## config.mk

```make
export PLATFORM = sky130hd
export DESIGN_NAME = prog_loader_flat
export DESIGN_NICKNAME = d
export VERILOG_FILES = /design/src/rtl/prog_loader_pkg.sv /design/src/rtl/prog_loader_if.sv /design/src/rtl/prog_mem_array.sv /design/src/rtl/prog_loader.sv /design/src/flat_wrapper.sv
export SDC_FILE = /design/constraint.sdc
export NUM_CORES = 1
export LEC_CHECK = 0
export CORE_ASPECT_RATIO = 0.9
export CORE_MARGIN = 4
export CORE_UTILIZATION = 40
export CTS_CLUSTER_SIZE = 14
export DETAILED_ROUTE_END_ITERATION = 8
export SLEW_MARGIN = 20
export SYNTH_ARGS = -nofsm -noshare
export SYNTH_HDL_FRONTEND = slang
export SYNTH_HIERARCHICAL = 1
export SYNTH_SLANG_ARGS = --single-unit
```

## constraint.sdc

```tcl
create_clock -name clk -period 8.3 [get_ports clk]
set_clock_uncertainty 0.2 [all_clocks]
set_input_delay 1.66 -clock clk [delete_from_list [all_inputs] [get_ports clk]]
set_output_delay 1.66 -clock clk [all_outputs]
set_load 0.05 [all_outputs]
```

## src/rtl/prog_loader_pkg.sv

```systemverilog
// Shared types and constants for the program loader: FSM state encoding,
// out-of-range read value and the memory index-width helper.
package prog_loader_pkg;

  typedef enum logic [1:0] {
    LOAD  = 2'd0,
    CHECK = 2'd1,
    RUN   = 2'd2,
    ERR   = 2'd3
  } state_t;

  localparam int OOR_DATA = 0;

  function automatic int idx_w(input int depth);
    return (depth > 1) ? $clog2(depth) : 1;
  endfunction

endpackage

```

## src/rtl/prog_loader_if.sv

```systemverilog
// Byte-stream load channel: valid/ready handshake with an end-of-image marker.
interface prog_loader_if #(parameter int DATA_W = 8);
  logic              load_valid;
  logic [DATA_W-1:0] load_data;
  logic              load_last;
  logic              load_ready;

  modport master (output load_valid, load_data, load_last, input load_ready);
  modport slave  (input load_valid, load_data, load_last, output load_ready);
endinterface

```

## src/rtl/prog_mem_array.sv

```systemverilog
// Program store: DEPTH x DATA_W register file, one sync write port and one
// async read port; reads beyond DEPTH return OOR_DATA.
module prog_mem_array
  import prog_loader_pkg::*;
#(
  parameter int DATA_W = 8,
  parameter int ADDR_W = 8,
  parameter int DEPTH  = 32
) (
  input  logic                      clk,
  input  logic                      we,
  input  logic [idx_w(DEPTH)-1:0]   waddr,
  input  logic [DATA_W-1:0]         wdata,
  input  logic [ADDR_W-1:0]         raddr,
  output logic [DATA_W-1:0]         rdata
);

  localparam int IW = idx_w(DEPTH);
  localparam logic [ADDR_W:0] DEPTH_X = (ADDR_W+1)'(DEPTH);

  logic [DATA_W-1:0] mem [DEPTH];

  // Contents deliberately survive reset; only the write pointer is cleared.
  always_ff @(posedge clk)
    if (we) mem[waddr] <= wdata;

  assign rdata = ({1'b0, raddr} < DEPTH_X) ? mem[raddr[IW-1:0]] : DATA_W'(OOR_DATA);

endmodule

```

## src/rtl/prog_loader.sv

```systemverilog
// Program loader: fills the program store from a byte stream, holds the CPU in
// reset while loading, then serves cpu_data. Optional PROG_LOADER_CHECKSUM_EN.
module prog_loader
  import prog_loader_pkg::*;
#(
  parameter int DATA_W = 8,
  parameter int ADDR_W = 8,
  parameter int DEPTH  = 32
) (
  input  logic              clk,
  input  logic              rst,
  prog_loader_if.slave      ld,
  input  logic              reload,
  input  logic [ADDR_W-1:0] cpu_addr,
  output logic [DATA_W-1:0] cpu_data,
  output logic              cpu_rst,
  output logic [ADDR_W-1:0] byte_count,
  output logic              done,
  output logic              err
);

  localparam int IW = idx_w(DEPTH);
  localparam logic [ADDR_W-1:0] LAST_ADDR = ADDR_W'(DEPTH - 1);

  state_t            state, state_nx;
  logic              accepted, wr_en;
  logic [DATA_W-1:0] rd_data;

  assign ld.load_ready = (state == LOAD);
  assign accepted      = ld.load_valid && (state == LOAD);

`ifdef PROG_LOADER_CHECKSUM_EN
  logic [DATA_W-1:0] sum, chk;
`endif

  always_ff @(posedge clk or negedge rst)
    if (!rst) state <= LOAD;
    else      state <= state_nx;

  always_comb begin
    state_nx = state;
    wr_en    = 1'b0;
    case (state)
      LOAD: if (accepted) begin
`ifdef PROG_LOADER_CHECKSUM_EN
        // Final beat is the checksum, never stored.
        wr_en = !ld.load_last;
        if (ld.load_last)                 state_nx = (byte_count == '0) ? ERR : CHECK;
        else if (byte_count == LAST_ADDR) state_nx = ERR;
`else
        wr_en = 1'b1;
        if (ld.load_last)                 state_nx = RUN;
        else if (byte_count == LAST_ADDR) state_nx = ERR;
`endif
      end
`ifdef PROG_LOADER_CHECKSUM_EN
      CHECK:   state_nx = (sum == chk) ? RUN : ERR;
`else
      CHECK:   state_nx = ERR;
`endif
      RUN:     if (reload) state_nx = LOAD;
      default: state_nx = state;
    endcase
  end

  // byte_count doubles as the write pointer; they always move together.
  always_ff @(posedge clk or negedge rst)
    if (!rst) begin
      byte_count <= '0;
      cpu_rst    <= 1'b0;
      done       <= 1'b0;
      err        <= 1'b0;
    end else begin
      cpu_rst <= (state_nx == RUN);
      done    <= (state_nx == RUN);
      err     <= (state_nx == ERR);
      if (state == RUN && reload) byte_count <= '0;
      else if (wr_en)             byte_count <= byte_count + ADDR_W'(1);
    end

`ifdef PROG_LOADER_CHECKSUM_EN
  always_ff @(posedge clk or negedge rst)
    if (!rst) begin
      sum <= '0;
      chk <= '0;
    end else begin
      if (state == RUN && reload)         sum <= '0;
      else if (wr_en)                     sum <= sum + ld.load_data;
      if (accepted && ld.load_last)       chk <= ld.load_data;
    end
`endif

  prog_mem_array #(.DATA_W(DATA_W), .ADDR_W(ADDR_W), .DEPTH(DEPTH)) u_mem (
    .clk   (clk),
    .we    (wr_en),
    .waddr (byte_count[IW-1:0]),
    .wdata (ld.load_data),
    .raddr (cpu_addr),
    .rdata (rd_data)
  );

  assign cpu_data = (state == RUN) ? rd_data : DATA_W'(OOR_DATA);

endmodule

```

## src/flat_wrapper.sv

```systemverilog
// flat-port wrapper written by rule: the top's interface ports become plain ports
module prog_loader_flat import prog_loader_pkg::*;
#(
  parameter int DATA_W = 8,
  parameter int ADDR_W = 8,
  parameter int DEPTH  = 32
)
  (clk, rst, reload, cpu_addr, cpu_data, cpu_rst, byte_count, done, err, ld_load_valid, ld_load_data, ld_load_last, ld_load_ready);
  prog_loader_if #(.DATA_W(DATA_W)) ld_i ();
  input  logic clk;
  input  logic rst;
  input  logic reload;
  input  logic [ADDR_W-1:0] cpu_addr;
  output logic [DATA_W-1:0] cpu_data;
  output logic cpu_rst;
  output logic [ADDR_W-1:0] byte_count;
  output logic done;
  output logic err;
  input wire logic [$bits(ld_i.load_valid)-1:0] ld_load_valid;
  input wire logic [$bits(ld_i.load_data)-1:0] ld_load_data;
  input wire logic [$bits(ld_i.load_last)-1:0] ld_load_last;
  output wire logic [$bits(ld_i.load_ready)-1:0] ld_load_ready;
  assign ld_i.load_valid = ld_load_valid;
  assign ld_i.load_data = ld_load_data;
  assign ld_i.load_last = ld_load_last;
  assign ld_load_ready = ld_i.load_ready;
  prog_loader #(.DATA_W(DATA_W), .ADDR_W(ADDR_W), .DEPTH(DEPTH)) u_core (.clk(clk), .rst(rst), .ld(ld_i), .reload(reload), .cpu_addr(cpu_addr), .cpu_data(cpu_data), .cpu_rst(cpu_rst), .byte_count(byte_count), .done(done), .err(err));
endmodule
```

M1 wires:
The bar under the picture is 50 µm long. Supply wires on this layer in grey.
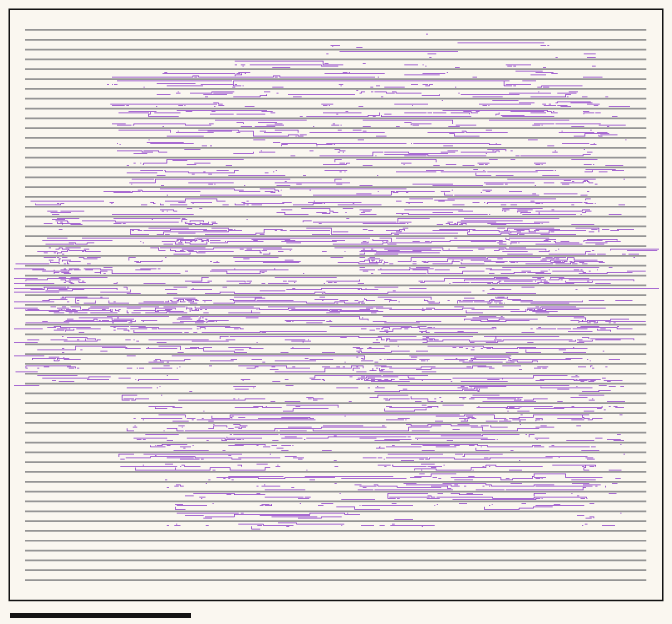
nets with wire on the layer: 570
longest straight run: 76.4 µm
wire length on this layer: 10,100 µm
share of all routed wire: 44%
via count: 5,281
Detailed Route WL: 22,730 µm
GRT met1 Usage: 22.00%

M2 wires:
Cells faint in the background.
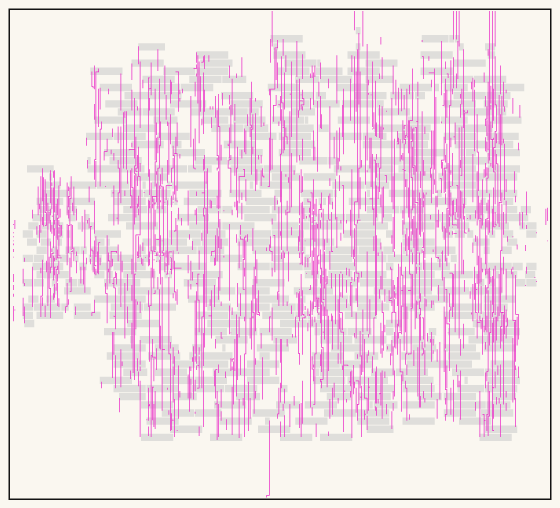
main direction: vertical
share of all routed wire: 47%

==> metrics.cfg <==
[finish]
logic_gates=228
clock_area_share_pct=6.530
clkbuf_count=32
drive_gt1_share_pct=19.76
n_all_inverters=4
seq_area_mm2=0.007988
seq_area_share_pct=65.75
bufAreaShareNonClock_pct=3.275
largest-register=u_core/u_mem/mem
nNonClkBuffers=46
lay_top_cells=edfxtp_1, mux4_2, nor2_1
design.seq.count=268
largestRegisters=u_core/u_mem/mem x256, u_core/byte_count x8, u_core/state x2
largest_reg_flops=256
largest_class=registers

[global_routing]
grt_antenna_before_repair=0
busiest_layer=met2
overflow=0
grt_start_max_net_pins=43

[sta]
min_period_over_period_pct=77.84
worst_slack_ns=1.839
final_hold_viol_count=0
finalSetupTns_ns=0
slew_viol_final=0
fin_crit_ns=6.461
slew_headroom_pct=30.86

[critical_path]
critPathMaxFanout=42
cp.required_ns=6.44
r2r_cells=4
startpoint=cpu_addr[1]
path_cells=buf_4, buf_4, mux4_2, a22oi_1, o211ai_1, and3_1, and2_1, clkdlybuf4s50_1
critPathMaxStageDelay_ns=0.69
rrSetupSlack_ns=5.14
crit_buf_inv=3
cp-end-kind=primary output

[detailed_routing]
drt_iter0_drc=465
top_layer_used=met4
drc=0
met1_length_um=10110
wl_per_cell_um=24.18

[synthesis]
ys_sh_xor_pct=0.08173
edf_count=256
fp_nets=547
ys_cells=525
fa_ha_area_share_pct=0.1168
ys_ff=268
synth.cellmix.compoundShare_pct=2.534
ys_chip_area_mm2=0.01072
area_leaders=edfxtp_1, mux4_2, dfrtp_1, mux2i_1, mux4_1
synth-warning-count=6

[floorplanning]
coreArea_mm2=0.02621
die_h_um=163.3
num_rows=56
die_x_um=180.5
num_io_pins=41
dieArea_mm2=0.02948

[cts]
hold_buffers=0
cts_resized=0
root_buffer=clkbuf_16

[power]
power_leader=sequential cells
p_seq_mw=1.56
p_leak_nw=3.867
fin_total_pwr_mw=2.909
comb_cell_power_mw=0.253
vdd_drop_max_v=0.0001889

[job]
warnings=26

[placement]
dp_cells=894
portBuffers=40
dpl-instance-area_mm2=0.01138

[worst_hold_path]
hold_depth=1

[outcome]
status=complete, no violations

